### src/rtl/pipe_control_unit.sv
// pipe_control_unit
//   Pipelined RV32I control decoder. Decodes a 32-bit instruction, carries
//   the control bundle through PIPE_DEPTH registered stages, and runs a
//   run/halt/pause/trap FSM that gates PC advance. It also keeps a saturating
//   count of accepted instructions.
//
// Ports
//   clk, rst                 clock (rising edge), synchronous active-high reset
//   instr, in_valid          instruction from fetch and its valid flag
//   stall                    hold every stage; nothing is accepted
//   flush                    turn every stage into a bubble (wins over stall)
//   resume                   single-cycle pulse that leaves PAUSE
//   branch .. mux_rd1_pc     control bundle from the last stage
//   mem_to_reg, alu_op       2-bit writeback select and ALU class
//   ctrl_valid               last stage holds a real instruction
//   pc_load                  fetch may advance the PC this cycle
//   halted, paused, trap     registered FSM state flags
//   retired                  saturating count of accepted instructions
module pipe_control_unit #(
   parameter int unsigned PIPE_DEPTH      = 1,
   parameter bit          HALT_ON_EBREAK  = 1'b1,
   parameter bit          TRAP_ON_ILLEGAL = 1'b1,
   parameter int unsigned CNT_W           = 16
) (
   input  logic             clk,
   input  logic             rst,
   input  logic [31:0]      instr,
   input  logic             in_valid,
   input  logic             stall,
   input  logic             flush,
   input  logic             resume,
   output logic             branch,
   output logic             mem_read,
   output logic             mem_write,
   output logic             alu_src,
   output logic             reg_write,
   output logic             mux_rd1_pc,
   output logic [1:0]       mem_to_reg,
   output logic [1:0]       alu_op,
   output logic             ctrl_valid,
   output logic             pc_load,
   output logic             halted,
   output logic             paused,
   output logic             trap,
   output logic [CNT_W-1:0] retired
);

   // Stage word: {valid, branch, mem_read, mem_to_reg[1:0], alu_op[1:0],
   //              mem_write, alu_src, reg_write, mux_rd1_pc}
   localparam int unsigned BW = 11;

   typedef enum logic [1:0] {StRun, StHalt, StPause, StTrap} state_e;

   state_e           state_q, state_d;
   logic [9:0]       dec;
   logic             legal;
   logic             is_system;
   logic             is_ecall;
   logic             is_ebreak;
   logic             accept;
   logic [BW-1:0]    stage_in;
   logic [PIPE_DEPTH-1:0][BW-1:0] stage_q, stage_d;
   logic             halted_q, paused_q, trap_q;
   logic [CNT_W-1:0] retired_q;

   // Only the opcode and the ECALL/EBREAK discriminator are decoded.
   logic unused_instr;
   assign unused_instr = ^{instr[31:21], instr[19:7]};

   // ------------------------------------------------------------------
   // Decode: every field gets a default, so nothing is ever held.
   // ------------------------------------------------------------------
   always_comb begin
      dec       = '0;
      legal     = 1'b0;
      is_system = 1'b0;
      if (instr[1:0] == 2'b11) begin
         case (instr[6:2])
            5'b11000: begin legal = 1'b1; dec = 10'b1_0_00_01_0_1_0_0; end // BRANCH
            5'b00000: begin legal = 1'b1; dec = 10'b0_1_00_00_0_1_1_1; end // LOAD
            5'b01000: begin legal = 1'b1; dec = 10'b0_0_00_00_1_1_0_1; end // STORE
            5'b11001: begin legal = 1'b1; dec = 10'b1_0_01_11_0_1_1_1; end // JALR
            5'b11011: begin legal = 1'b1; dec = 10'b1_0_01_00_0_0_1_1; end // JAL
            5'b01100: begin legal = 1'b1; dec = 10'b0_0_11_10_0_1_1_0; end // OP
            5'b00100: begin legal = 1'b1; dec = 10'b0_0_11_11_0_1_1_1; end // OP-IMM
            5'b00101: begin legal = 1'b1; dec = 10'b0_0_11_00_0_0_1_1; end // AUIPC
            5'b01101: begin legal = 1'b1; dec = 10'b0_0_10_00_0_0_1_0; end // LUI
            5'b11100: begin legal = 1'b1; is_system = 1'b1; end           // SYSTEM
            5'b00011: begin legal = 1'b1; end                             // MISC-MEM
            default:  begin legal = 1'b0; end
         endcase
      end
   end

   assign is_ecall  = is_system & ~instr[20];
   assign is_ebreak = is_system &  instr[20];

   assign accept = in_valid & ~stall & ~flush & (state_q == StRun);

   // ------------------------------------------------------------------
   // FSM next state; transitions out of RUN happen only on accept.
   // ------------------------------------------------------------------
   always_comb begin
      state_d = state_q;
      case (state_q)
         StRun: begin
            if (accept) begin
               if (!legal) begin
                  if (TRAP_ON_ILLEGAL) state_d = StTrap;
               end else if (is_ecall) begin
                  state_d = StHalt;
               end else if (is_ebreak && HALT_ON_EBREAK) begin
                  state_d = StPause;
               end
            end
         end
         StPause: begin
            if (resume) state_d = StRun;
         end
         default: state_d = state_q; // HALT and TRAP leave only through rst
      endcase
   end

   // Drops in the very cycle the halting instruction is accepted.
   assign pc_load = (state_q == StRun) & ~(accept & (state_d != StRun));

   always_ff @(posedge clk) begin
      if (rst) begin
         state_q   <= StRun;
         halted_q  <= 1'b0;
         paused_q  <= 1'b0;
         trap_q    <= 1'b0;
         retired_q <= '0;
      end else begin
         state_q  <= state_d;
         halted_q <= (state_d == StHalt);
         paused_q <= (state_d == StPause);
         trap_q   <= (state_d == StTrap);
         if (accept && (retired_q != {CNT_W{1'b1}})) begin
            retired_q <= retired_q + {{(CNT_W-1){1'b0}}, 1'b1};
         end
      end
   end

   // ------------------------------------------------------------------
   // Control pipeline. Illegal instructions enter as bubbles; halting
   // instructions enter as valid all-zero bundles.
   // ------------------------------------------------------------------
   assign stage_in   = (accept && legal) ? {1'b1, dec} : '0;
   assign stage_d[0] = stage_in;

   for (genvar k = 1; k < PIPE_DEPTH; k++) begin : g_stage
      assign stage_d[k] = stage_q[k-1];
   end

   always_ff @(posedge clk) begin
      if (rst || flush) begin
         stage_q <= '0;
      end else if (!stall) begin
         stage_q <= stage_d;
      end
   end

   assign {ctrl_valid, branch, mem_read, mem_to_reg, alu_op,
           mem_write, alu_src, reg_write, mux_rd1_pc} = stage_q[PIPE_DEPTH-1];

   assign halted  = halted_q;
   assign paused  = paused_q;
   assign trap    = trap_q;
   assign retired = retired_q;

endmodule

### config.mk
export PLATFORM = sky130hd
export DESIGN_NAME = pipe_control_unit
export DESIGN_NICKNAME = d
export VERILOG_FILES = /design/src/rtl/pipe_control_unit.sv
export SDC_FILE = /design/constraint.sdc
export NUM_CORES = 1
export LEC_CHECK = 0
export CAP_MARGIN = 40
export CORE_UTILIZATION = 41
export CTS_CLUSTER_DIAMETER = 50
export DETAILED_ROUTE_END_ITERATION = 6
export PLACE_DENSITY = 0.76
export SYNTH_ARGS = -nofsm -noshare
export SYNTH_HDL_FRONTEND = slang
export SYNTH_SLANG_ARGS = --single-unit
### constraint.sdc
create_clock -name clk -period 5.5 [get_ports clk]
set_input_delay 1.1 -clock clk [delete_from_list [all_inputs] [get_ports clk]]
set_output_delay 1.1 -clock clk [all_outputs]
set_load 0.01 [all_outputs]
run_1/util_map.png
Drawn at 6 px/um. The die is cut into 7 by 7 equal tiles; black is low, pale yellow is high, 0 to 100% covered.
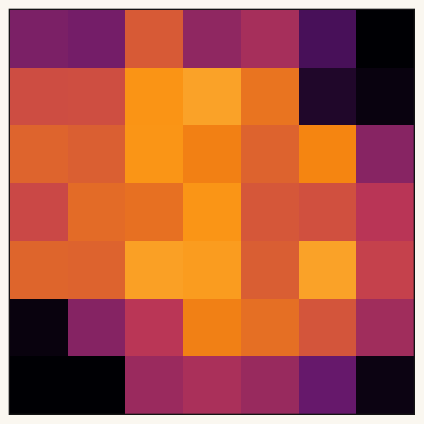
14% of the tiles are over 75% full. The fullest tile reaches 80%. 6.1% of the tiles are nearly empty. The mean over all tiles is 49%. The densest ninth of the die: center.

run_1/clock_nets.png
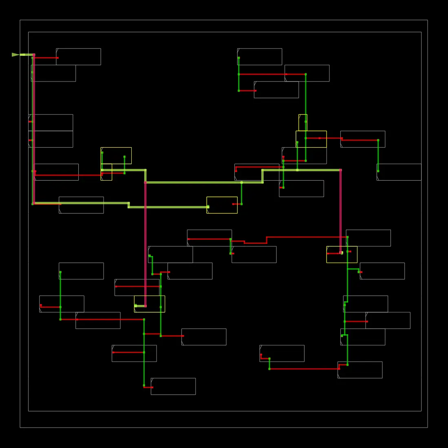
number of clock buffer instances in the layout: 6
Worst Skew: 0.00396 ns
Clock Power: 0.000166 W

==> reports/README.md, run 1 <==
| Parameter | This run | Unit |
| --- | --- | --- |
| Type of the worst setup path | primary input to output port | - |
| Total length of routed wires | 4060 | um |
| Count of mapped cells out of synthesis | 218 | - |
| Setup Slack @ Placement | 0.682 | ns |
| Number of buffers created by CTS | 5 | - |
| Number of port buffers | 44 | - |
| Area fraction of clock buffers and clock inverters | 3.38 | % |
| Clock input transition at the sequential cells of the worst setup and hold paths | 0.06 | ns |
| Worst flop-to-flop path endpoint | retired[14] | - |
| Most frequent logic cells in the routed design | 44 x clkdlybuf4s50_1, 32 x dfxtp_1, 24 x a21oi_1 | - |
| Distinct lib cells used | 42 | - |
| Most numerous logic cell after layout | clkdlybuf4s50_1 | - |
| Proportion of cell area occupied by multi-input gates | 44.8 | % |
| Global placer's final weighted congestion | 0.770 | - |
| Status | finished, final reports clean | - |
| Biggest Area Class | logic gates | - |
| Worst path bufs/invs | 2 | - |
| Top layer reached by signal wires | met4 | - |
| CP dominant cell by count | clkdlybuf4s50_1 | - |
| Net Sw Frac | 24.1 | % |
| Cell count of the worst reg-to-reg path | 4 | - |
| Multi-input gates | 164 | - |
| Cell area after synthesis | 0.00175 | mm2 |
| Die span in x | 67.3 | um |
| Height of the die | 67.3 | um |
| Transition at the pin with the smallest max-transition slack | 0.944 | ns |
| Number of non-clock inverters | 6 | - |
| Biggest area consumer among synthesized cells | dfxtp_1 | - |
| Mean post-synth cell area | 8.01 | um2 |
| Synth Area in Adders | 0.716 | % |
| Met2 Track Usage GR | 30.8 | % |
| Mux share | 2.58 | % |
| Top-area cell share | 36.7 | % |
| Origin of the worst min-delay path | stage_q[0] | - |
| Synth-to-Final Area Change | 31.2 | % |
| Number of antenna violations at the first check in global routing | 0 | - |
| Highest achievable clock rate | 208 | MHz |
| Endpoint class of the critical path | output port | - |
| Count of endpoints failing setup in the final report | 0 | - |
| Total global routing overflow | 0 | - |
| Area figure in the yosys stat output | 0.00175 | mm2 |
| Simple-Gate Area Share | 29.9 | % |
| Async SR Flop Fraction | 0 | % |
| Post-synthesis compound-gate area fraction | 25.2 | % |
| Number of antenna repair diodes | 0 | - |
| Most area-consuming cells after synthesis | dfxtp_1 37%, a21oi_1 6.9%, o31ai_1 4.7% | - |
| Max FFs per register | 16 | - |
| Nets at Floorplan | 257 | - |
| Flop share of the area | 27.9 | % |
| Combinational-cell power consumption | 0.0000473 | W |
| Number of gates given a new drive strength after cts | 0 | - |
| XOR/XNOR Area Share | 0 | % |
| Cell-internal power | 0.000341 | W |
| Main combinational cell family by area after synthesis | simple AND/OR/NAND/NOR gates | - |
| Setup repair after global routing missed its margin | no | - |
| Post-route setup TNS | 0 | ns |
| # Max-Cap Violations | 0 | - |
| Iteration-0 DRC count of the detailed router | 111 | - |
| Top cells by count | 32 x dfxtp_1, 24 x a21oi_1, 20 x nand2_1 | - |
| Met3 wire length | 247 | um |
| Arrival time of the worst setup path | 3.71 | ns |
| Routing usage on met3 | 6.08 | % |
| Sequential Power Share | 52.5 | % |
| Chip Area | 0.00453 | mm2 |
| Leakage Power | 0.712 | nW |
| Path category of the worst min-delay check | flop to flop | - |
| Cell breakdown of the critical path | clkdlybuf4s50_1 > or3b_2 > a2111oi_2 > o22ai_1 > a311oi_1 > clkdlybuf4s50_1 | - |
| Switching power summed over all nets | 0.000108 | W |
| Register Area | 641 | um2 |
| Max-slew violation total from the final report | 0 | - |
| Power per cell area | 196 | mW/mm2 |
| Crit path largest cell delay | 0.60 | ns |
| OpenROAD warnings | 50 | - |
| Detailed-route via count | 1783 | - |
| Root Buffer | clkbuf_8 | - |
| Well-Tap Cells | 50 | - |
| Total chip power | 0.000449 | W |
| Final core occ | 56.5 | % |
| Setup WS post-layout | 0.693 | ns |
| Total number of clock tree sinks | 32 | - |
| Final-layout fill cell count | 389 | - |
| Cell with the largest stage delay on the worst path | clkdlybuf4s50_1 | - |
| Setup slack on the worst flop-to-flop path | 3.15 | ns |
| Cell Area, Placed | 0.00221 | mm2 |
| Maximum number of pins on one net before global-route repair | 24 | - |
| Yosys top cell by instances | dfxtp_1 | - |
| TritonCTS clock tree | yes | - |
| Vias in the first global route | 1542 | - |
| Seq/Total Area, Yosys | 36.7 | % |
| Worst hold-check slack | 0.456 | ns |
| Average wire per cell in the routed design | 13.3 | um |
| Total length of routed met2 wires | 1800 | um |
| Length of the first detailed-routing pass in iterations | 4 | - |
| Deepest level of the CTS H-tree | 2 | - |
| Number of routed nets with antenna violations | 0 | - |
| Worst setup path end | pc_load | - |
| Crit-path leading delay family | buffers and inverters | - |
| Synthesis-stage register bit count | 32 | - |
| Fraction of final layout cells with drive strength greater than 1 | 8.59 | % |
| Final cell area excluding filler cells | 0.00229 | mm2 |
| Total GRT Usage | 19.5 | % |
| Detailed placement HPWL | 2870 | um |
| Relative area of non-clock buffer cells in the final design | 20.2 | % |
| IR Drop Worst-Case VDD | 0.145 | mV |
| Number of non-clock buffers | 47 | - |
| Portion of total power attributed to the clock network | 37.0 | % |
| Element type at the critical path start | primary input | - |
| Largest power group | sequential cells | - |
| Share of the clock period used by the worst path after layout | 87.4 | % |
| Yosys warns | 0 | - |
| Logic gate share of total power | 10.5 | % |
| Clock latency at the later pin of the worst-skew pair | 0.28 | ns |
| Most used routing layer in global routing | met2 | - |
| Core area | 0.00406 | mm2 |
| CP startpoint | instr[6] | - |
| Detailed-routing wirelength on met1 | 1960 | um |
| Placed cells | 299 | - |
| Number of cells in the finished layout apart from fillers | 306 | - |
| Worst min-delay path endpoint | stage_q[0] | - |
| CP Max Fanout | 12 | - |
| Met1 Track Usage GR | 24.3 | % |
| Dominant Register Cell | dfxtp_1 | - |
| Cell Rows | 23 | - |
| CTS hold repair buffers | 0 | - |
| Launch point of the worst reg-to-reg path | state_q[0] | - |
| Wire length of the first global-routing pass | 6730 | um |
| Number of standard cells reported by yosys | 218 | - |
| Average via count per standard cell | 5.83 | - |
| Post-route DRC violation count | 0 | - |
| Starting density of the core | 43.0 | % |
| Gate Area | 0.00103 | mm2 |
| Number of buffers between clock root and the deepest sink | 2 | - |
| Flop Count | 32 | - |
run_1/pinout.png
Drawn at 6 px/um. Pins as bars across the die edge, other pins in gray.
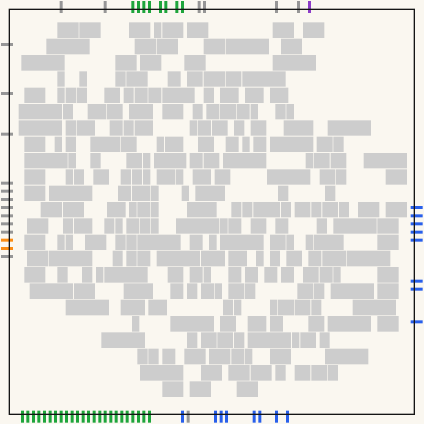
`instr`: marked green, pins 32, direction input, edge 24 south, 8 north. `mem_to_reg`: marked orange, pins 2, direction output, edge west. `retired`: marked blue, pins 16, direction output, edge 8 east, 8 south. `paused`: marked purple, pins 1, direction output, edge north.
All pins by edge: 33 south, 15 north, 13 west, 8 east.

run_1/layers.png
Drawn at 4 px/um.
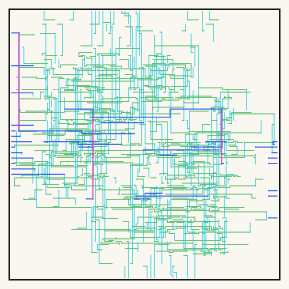
M3: marked blue, wire length 248 um. M4: marked magenta, wire length 58.5 um. M2: marked cyan, wire length 1800 um. M1: marked green, wire length 1960 um.

run_1/class_map.png
Drawn at 4 px/um.
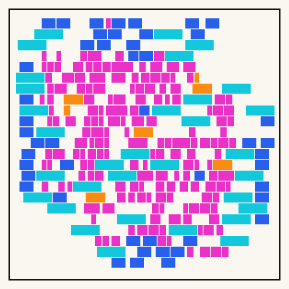

## Run 2: what changed since run 1
PLACE_DENSITY = 0.86   (was 0.76)
run_2/class_map.png
Drawn at 4 px/um.
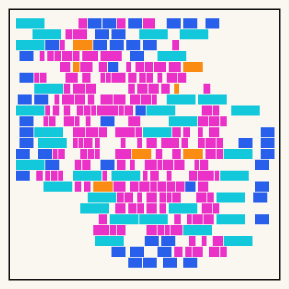
remaining buffers and delay cells: marked blue, cells 47, share of their area 21%. sequential cells: marked cyan, cells 32, share of their area 29%. clock drivers and dummy loads: marked orange, cells 7, share of their area 3.5%. remaining logic cells: marked magenta, cells 170, share of their area 47%.

run_2/layers.png
Drawn at 4 px/um.
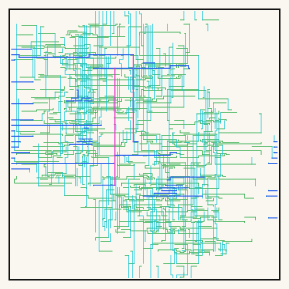
M3: marked blue, wire length 253 um. M4: marked magenta, wire length 51.0 um. M2: marked cyan, wire length 1960 um. M1: marked green, wire length 1950 um.

==> run 2 against run 1 <==
- sequential share of layout area did not move
- die size stayed put
- critical endpoint unchanged
- flip-flop count did not move
- synthesized area is the same
- synthesized cell count unchanged
- critical path depth is the same
- largest power group unchanged
- maximum frequency shrank 0.22%
- hold slack better by 0.0029 ns
- routed wire length grew 3.6%
- register-to-register slack lost 0.07 ns
- clock skew is essentially flat
==> reports/README.md, run 2 <==
| Parameter | This run | Unit | Change |
| --- | --- | --- | --- |
| Biggest Area Class | logic gates | - |  |
| Placed cells | 299 | - | unchanged |
| Met3 wire length | 253 | um | +2.4% |
| Detailed placement HPWL | 2960 | um | +3.2% |
| Well-Tap Cells | 50 | - | unchanged |
| Synth-to-Final Area Change | 31.2 | % | unchanged |
| Most numerous logic cell after layout | clkdlybuf4s50_1 | - |  |
| Total chip power | 0.000452 | W | +0.67% |
| Highest achievable clock rate | 208 | MHz | -0.22% |
| Clock latency at the later pin of the worst-skew pair | 0.28 | ns | about the same |
| Height of the die | 67.3 | um | unchanged |
| CP startpoint | instr[5] | - |  |
| Seq/Total Area, Yosys | 36.7 | % | unchanged |
| Most used routing layer in global routing | met2 | - |  |
| Nets at Floorplan | 257 | - | unchanged |
| Endpoint class of the critical path | output port | - |  |
| Synth Area in Adders | 0.716 | % | unchanged |
| Element type at the critical path start | primary input | - |  |
| IR Drop Worst-Case VDD | 0.159 | mV | +10% |
| Deepest level of the CTS H-tree | 2 | - | unchanged |
| Routing usage on met3 | 6.59 | % | +0.51 points |
| Async SR Flop Fraction | 0 | % | unchanged |
| TritonCTS clock tree | yes | - |  |
| Maximum number of pins on one net before global-route repair | 24 | - | unchanged |
| Number of routed nets with antenna violations | 0 | - | unchanged |
| Proportion of cell area occupied by multi-input gates | 44.8 | % | unchanged |
| Share of the clock period used by the worst path after layout | 87.6 | % | +0.19 points |
| Total number of clock tree sinks | 32 | - | unchanged |
| Number of buffers created by CTS | 5 | - | unchanged |
| OpenROAD warnings | 50 | - | unchanged |
| Cell breakdown of the critical path | clkdlybuf4s50_1 > or3b_2 > a2111oi_2 > o22ai_1 > a311oi_1 > clkdlybuf4s50_1 | - |  |
| Cell-internal power | 0.000341 | W | about the same |
| Cell Rows | 23 | - | unchanged |
| Clock input transition at the sequential cells of the worst setup and hold paths | 0.06 | ns | about the same |
| Number of port buffers | 44 | - | unchanged |
| Setup Slack @ Placement | 0.671 | ns | -0.0106 ns |
| Root Buffer | clkbuf_8 | - |  |
| Area figure in the yosys stat output | 0.00175 | mm2 | unchanged |
| Most frequent logic cells in the routed design | 44 x clkdlybuf4s50_1, 32 x dfxtp_1, 24 x a21oi_1 | - |  |
| Worst path bufs/invs | 2 | - | unchanged |
| Number of clock buffer instances in the layout | 6 | - | unchanged |
| Crit-path leading delay family | buffers and inverters | - |  |
| Power per cell area | 197 | mW/mm2 | +0.67% |
| Worst min-delay path endpoint | stage_q[0] | - |  |
| Count of endpoints failing setup in the final report | 0 | - | unchanged |
| Flop share of the area | 27.9 | % | unchanged |
| Worst setup path end | pc_load | - |  |
| Register Area | 641 | um2 | unchanged |
| CP dominant cell by count | clkdlybuf4s50_1 | - |  |
| Gate Area | 0.00103 | mm2 | unchanged |
| CTS hold repair buffers | 0 | - | unchanged |
| Global placer's final weighted congestion | 0.814 | - | +5.7% |
| Number of cells in the finished layout apart from fillers | 306 | - | unchanged |
| Worst Skew | 0.00369 | ns | -0.000264 ns |
| Iteration-0 DRC count of the detailed router | 116 | - | +4.5% |
| Number of non-clock inverters | 6 | - | unchanged |
| Mux share | 2.58 | % | unchanged |
| Fraction of final layout cells with drive strength greater than 1 | 8.59 | % | unchanged |
| Post-route DRC violation count | 0 | - | unchanged |
| Yosys top cell by instances | dfxtp_1 | - |  |
| Cell with the largest stage delay on the worst path | clkdlybuf4s50_1 | - |  |
| Area fraction of clock buffers and clock inverters | 3.38 | % | unchanged |
| Detailed-routing wirelength on met1 | 1950 | um | -0.61% |
| Top cells by count | 32 x dfxtp_1, 24 x a21oi_1, 20 x nand2_1 | - |  |
| Number of buffers between clock root and the deepest sink | 2 | - | unchanged |
| Portion of total power attributed to the clock network | 37.3 | % | +0.3 points |
| Yosys warns | 0 | - | unchanged |
| Multi-input gates | 164 | - | unchanged |
| Total length of routed wires | 4210 | um | +3.6% |
| Detailed-route via count | 1796 | - | +0.73% |
| Logic gate share of total power | 10.5 | % | about the same |
| Synthesis-stage register bit count | 32 | - | unchanged |
| Setup WS post-layout | 0.682 | ns | -0.0107 ns |
| Final core occ | 56.5 | % | unchanged |
| Total global routing overflow | 0 | - | unchanged |
| Number of standard cells reported by yosys | 218 | - | unchanged |
| Die span in x | 67.3 | um | unchanged |
| Post-synthesis compound-gate area fraction | 25.2 | % | unchanged |
| Average via count per standard cell | 5.87 | - | +0.73% |
| Setup repair after global routing missed its margin | no | - |  |
| Final cell area excluding filler cells | 0.00229 | mm2 | unchanged |
| Status | finished, final reports clean | - |  |
| Main combinational cell family by area after synthesis | simple AND/OR/NAND/NOR gates | - |  |
| CP Max Fanout | 13 | - | +1 |
| Sequential Power Share | 52.2 | % | -0.3 points |
| Launch point of the worst reg-to-reg path | state_q[0] | - |  |
| # Max-Cap Violations | 0 | - | unchanged |
| Wire length of the first global-routing pass | 6710 | um | -0.31% |
| Arrival time of the worst setup path | 3.72 | ns | about the same |
| Leakage Power | 0.712 | nW | unchanged |
| Type of the worst setup path | primary input to output port | - |  |
| Number of non-clock buffers | 47 | - | unchanged |
run_2/pinout.png
Drawn at 6 px/um. Pins as bars across the die edge, other pins in gray.
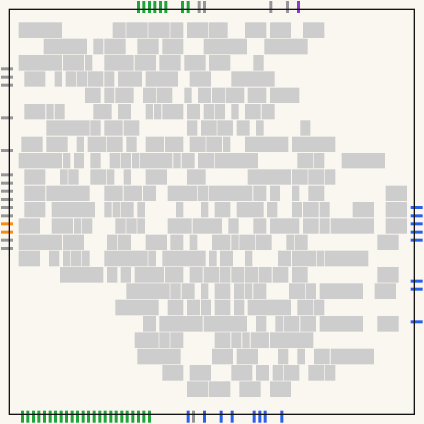

## Run 3: what changed since run 2
ABC_AREA = 0   (was default)
CORE_UTILIZATION = 47   (was 41)
PLACE_DENSITY = 0.95   (was 0.86)
run_3/pinout.png
Drawn at 6 px/um. Pins as bars across the die edge, other pins in gray.
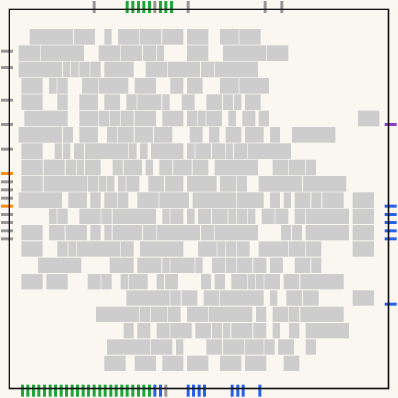
`instr`: marked green, pins 32, direction input, edge 24 south, 8 north. `retired`: marked blue, pins 16, direction output, edge 10 south, 6 east. `mem_to_reg`: marked orange, pins 2, direction output, edge west. `paused`: marked purple, pins 1, direction output, edge east.

==> run 3 against run 2 <==
- routed wire length rose by 5.1%
- critical path type unchanged
- highest routed layer unchanged
- critical endpoint unchanged
- utilization rose by 10 points
- clock skew barely moved
==> reports/README.md, run 3 <==
| Parameter | This run | Unit | Change |
| --- | --- | --- | --- |
| Status | finished, final reports clean | - |  |
| Maximum number of pins on one net before global-route repair | 24 | - | unchanged |
| Cell-internal power | 0.000357 | W | +4.7% |
| Clock latency at the later pin of the worst-skew pair | 0.28 | ns | about the same |
| Sequential Power Share | 50.3 | % | -1.9 points |
| Leakage Power | 0.717 | nW | +0.63% |
| Number of antenna violations at the first check in global routing | 0 | - |  |
| Count of endpoints failing setup in the final report | 0 | - | unchanged |
| Async SR Flop Fraction | 0 | % | unchanged |
| Setup Slack @ Placement | 0.689 | ns | +0.0182 ns |
| Iteration-0 DRC count of the detailed router | 115 | - | -0.86% |
| Number of non-clock inverters | 6 | - | unchanged |
| Met2 Track Usage GR | 37.6 | % |  |
| Power per cell area | 204 | mW/mm2 | +3.3% |
| Most frequent logic cells in the routed design | 44 x clkdlybuf4s50_1, 32 x dfxtp_1, 24 x a21oi_1 | - |  |
| Total chip power | 0.000469 | W | +3.7% |
| Area figure in the yosys stat output | 0.00175 | mm2 | unchanged |
| Synth-to-Final Area Change | 31.7 | % |  |
| Number of buffers between clock root and the deepest sink | 2 | - | unchanged |
| Biggest Area Class | logic gates | - |  |
| Most area-consuming cells after synthesis | dfxtp_1 37%, a21oi_1 6.9%, o31ai_1 4.7% | - |  |
| Proportion of cell area occupied by multi-input gates | 44.6 | % | -0.15 points |
| Fraction of final layout cells with drive strength greater than 1 | 8.56 | % | -0.033 points |
| Global placer's final weighted congestion | 0.855 | - | +5.0% |
| Arrival time of the worst setup path | 3.84 | ns | +0.12 ns |
| Well-Tap Cells | 46 | - | -8.0% |
| Average via count per standard cell | 6.16 | - | +4.9% |
| CP startpoint | instr[5] | - |  |
| Starting density of the core | 50.7 | % |  |
| Number of non-clock buffers | 47 | - | unchanged |
| CP Max Fanout | 13 | - | unchanged |
| Deepest level of the CTS H-tree | 2 | - | unchanged |
| Final cell area excluding filler cells | 0.00230 | mm2 | +0.33% |
| Total GRT Usage | 23.8 | % |  |
| Distinct lib cells used | 42 | - |  |
| Length of the first detailed-routing pass in iterations | 4 | - |  |
| Power of the sequential group | 0.000236 | W |  |
| Main combinational cell family by area after synthesis | simple AND/OR/NAND/NOR gates | - |  |
| Worst setup path end | pc_load | - |  |
| Portion of total power attributed to the clock network | 39.3 | % | +2.0 points |
| Final-layout fill cell count | 266 | - |  |
| Cell Rows | 21 | - | -8.7% |
| Detailed-route via count | 1865 | - | +3.8% |
| OpenROAD warnings | 50 | - | unchanged |
| Number of cells in the finished layout apart from fillers | 303 | - | -0.98% |
| Tightest slew margin relative to the limit | 39.7 | % |  |
| Type of the worst setup path | primary input to output port | - |  |
| Area fraction of clock buffers and clock inverters | 3.92 | % | +0.53 points |
| Mux share | 2.58 | % | unchanged |
| Number of clock buffer instances in the layout | 8 | - | +2 |
| Root Buffer | clkbuf_8 | - |  |
| Yosys top cell by instances | dfxtp_1 | - |  |
| Highest achievable clock rate | 203 | MHz | -2.4% |
| Nets at Floorplan | 257 | - | unchanged |
| Crit path largest cell delay | 0.64 | ns |  |
| Routing usage on met3 | 7.66 | % | +1.1 points |
| Worst min-delay path endpoint | stage_q[1] | - |  |
| Register Area | 641 | um2 | unchanged |
| Post-route setup TNS | 0 | ns |  |
| Met3 wire length | 342 | um | +35% |
| Worst path bufs/invs | 2 | - | unchanged |
| TritonCTS clock tree | yes | - |  |
| Path category of the worst min-delay check | flop to flop | - |  |
| Cell area after synthesis | 0.00175 | mm2 |  |
| Number of top-level design ports | 69 | - |  |
| Top layer reached by signal wires | met4 | - |  |
| Number of standard cells reported by yosys | 218 | - | unchanged |
| Height of the die | 63.0 | um | -6.4% |
| Origin of the worst min-delay path | stage_q[1] | - |  |
| Share of the clock period used by the worst path after layout | 89.8 | % | +2.2 points |
| Number of antenna repair diodes | 0 | - |  |
| Post-route DRC violation count | 0 | - | unchanged |
| Gate Area | 0.00103 | mm2 | unchanged |
| IR Drop Worst-Case VDD | 0.149 | mV | -6.5% |
| Multi-input gates | 164 | - | unchanged |
| Post-synthesis compound-gate area fraction | 25.2 | % | unchanged |
| Biggest area consumer among synthesized cells | dfxtp_1 | - |  |
| Number of gates given a new drive strength after cts | 0 | - |  |
| Synth Area in Adders | 0.716 | % | unchanged |
| Final net count | 295 | - |  |
| Combinational-cell power consumption | 0.0000484 | W |  |
| Worst hold-check slack | 0.471 | ns |  |
| Simple-Gate Area Share | 29.9 | % |  |
| Met1 Track Usage GR | 29.5 | % |  |
| Cell Area, Placed | 0.00221 | mm2 |  |
| Cell breakdown of the critical path | clkdlybuf4s50_1 > or3b_2 > a2111oi_2 > o22ai_1 > a311oi_1 > clkdlybuf4s50_1 | - |  |
| Most numerous logic cell after layout | clkdlybuf4s50_1 | - |  |
| Crit-path leading delay family | buffers and inverters | - |  |
| Final core occ | 66.8 | % | +10 points |
| Chip Area | 0.00396 | mm2 |  |
| Cell with the largest stage delay on the worst path | clkdlybuf4s50_1 | - |  |
| # Max-Cap Violations | 0 | - | unchanged |
| Clock input transition at the sequential cells of the worst setup and hold paths | 0.06 | ns | about the same |
| Logic gate share of total power | 10.3 | % | -0.2 points |
| Average wire per cell in the routed design | 14.6 | um |  |
| Count of mapped cells out of synthesis | 218 | - |  |
| Most used routing layer in global routing | met2 | - |  |
| Detailed-routing wirelength on met1 | 1890 | um | -2.9% |
| Launch point of the worst reg-to-reg path | state_q[0] | - |  |
| Relative area of non-clock buffer cells in the final design | 20.1 | % |  |
| Setup WS post-layout | 0.563 | ns | -0.119 ns |
| Endpoint class of the critical path | output port | - |  |
| Vias in the first global route | 1612 | - |  |
| Top cells by count | 32 x dfxtp_1, 24 x a21oi_1, 20 x nand2_1 | - |  |
| Element type at the critical path start | primary input | - |  |
| Cell count of the worst reg-to-reg path | 4 | - |  |
| Detailed placement HPWL | 2930 | um | -1.1% |
| Post-CTS setup buffers | 0 | - |  |
| Mean post-synth cell area | 8.01 | um2 |  |
| Setup repair after global routing missed its margin | no | - |  |
| Yosys warns | 0 | - | unchanged |
| Wire length of the first global-routing pass | 7430 | um | +11% |
| Setup slack on the worst flop-to-flop path | 3.11 | ns |  |
| Placed cells | 295 | - | -1.3% |
| Flop share of the area | 27.9 | % | -0.091 points |
| Seq/Total Area, Yosys | 36.7 | % | unchanged |
| Max FFs per register | 16 | - |  |
| Largest power group | sequential cells | - |  |
| Total global routing overflow | 0 | - | unchanged |
| CTS hold repair buffers | 0 | - | unchanged |
| Total length of routed wires | 4420 | um | +5.1% |
| Die span in x | 63.0 | um | -6.4% |
| Number of port buffers | 44 | - | unchanged |
| Number of routed nets with antenna violations | 0 | - | unchanged |
| Synthesis-stage register bit count | 32 | - | unchanged |
| CP dominant cell by count | clkdlybuf4s50_1 | - |  |
run_3/clock_nets.png
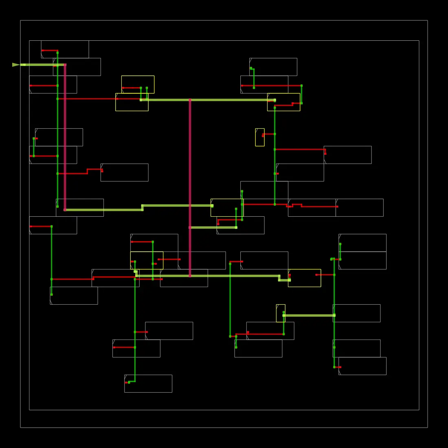
Worst Skew: 0.00378 ns
number of buffers created by CTS: 5
total number of clock tree sinks: 32
Flop Count: 32
Clock Power: 0.000184 W

No activity file was given, so power comes from the tool's default toggle rates.
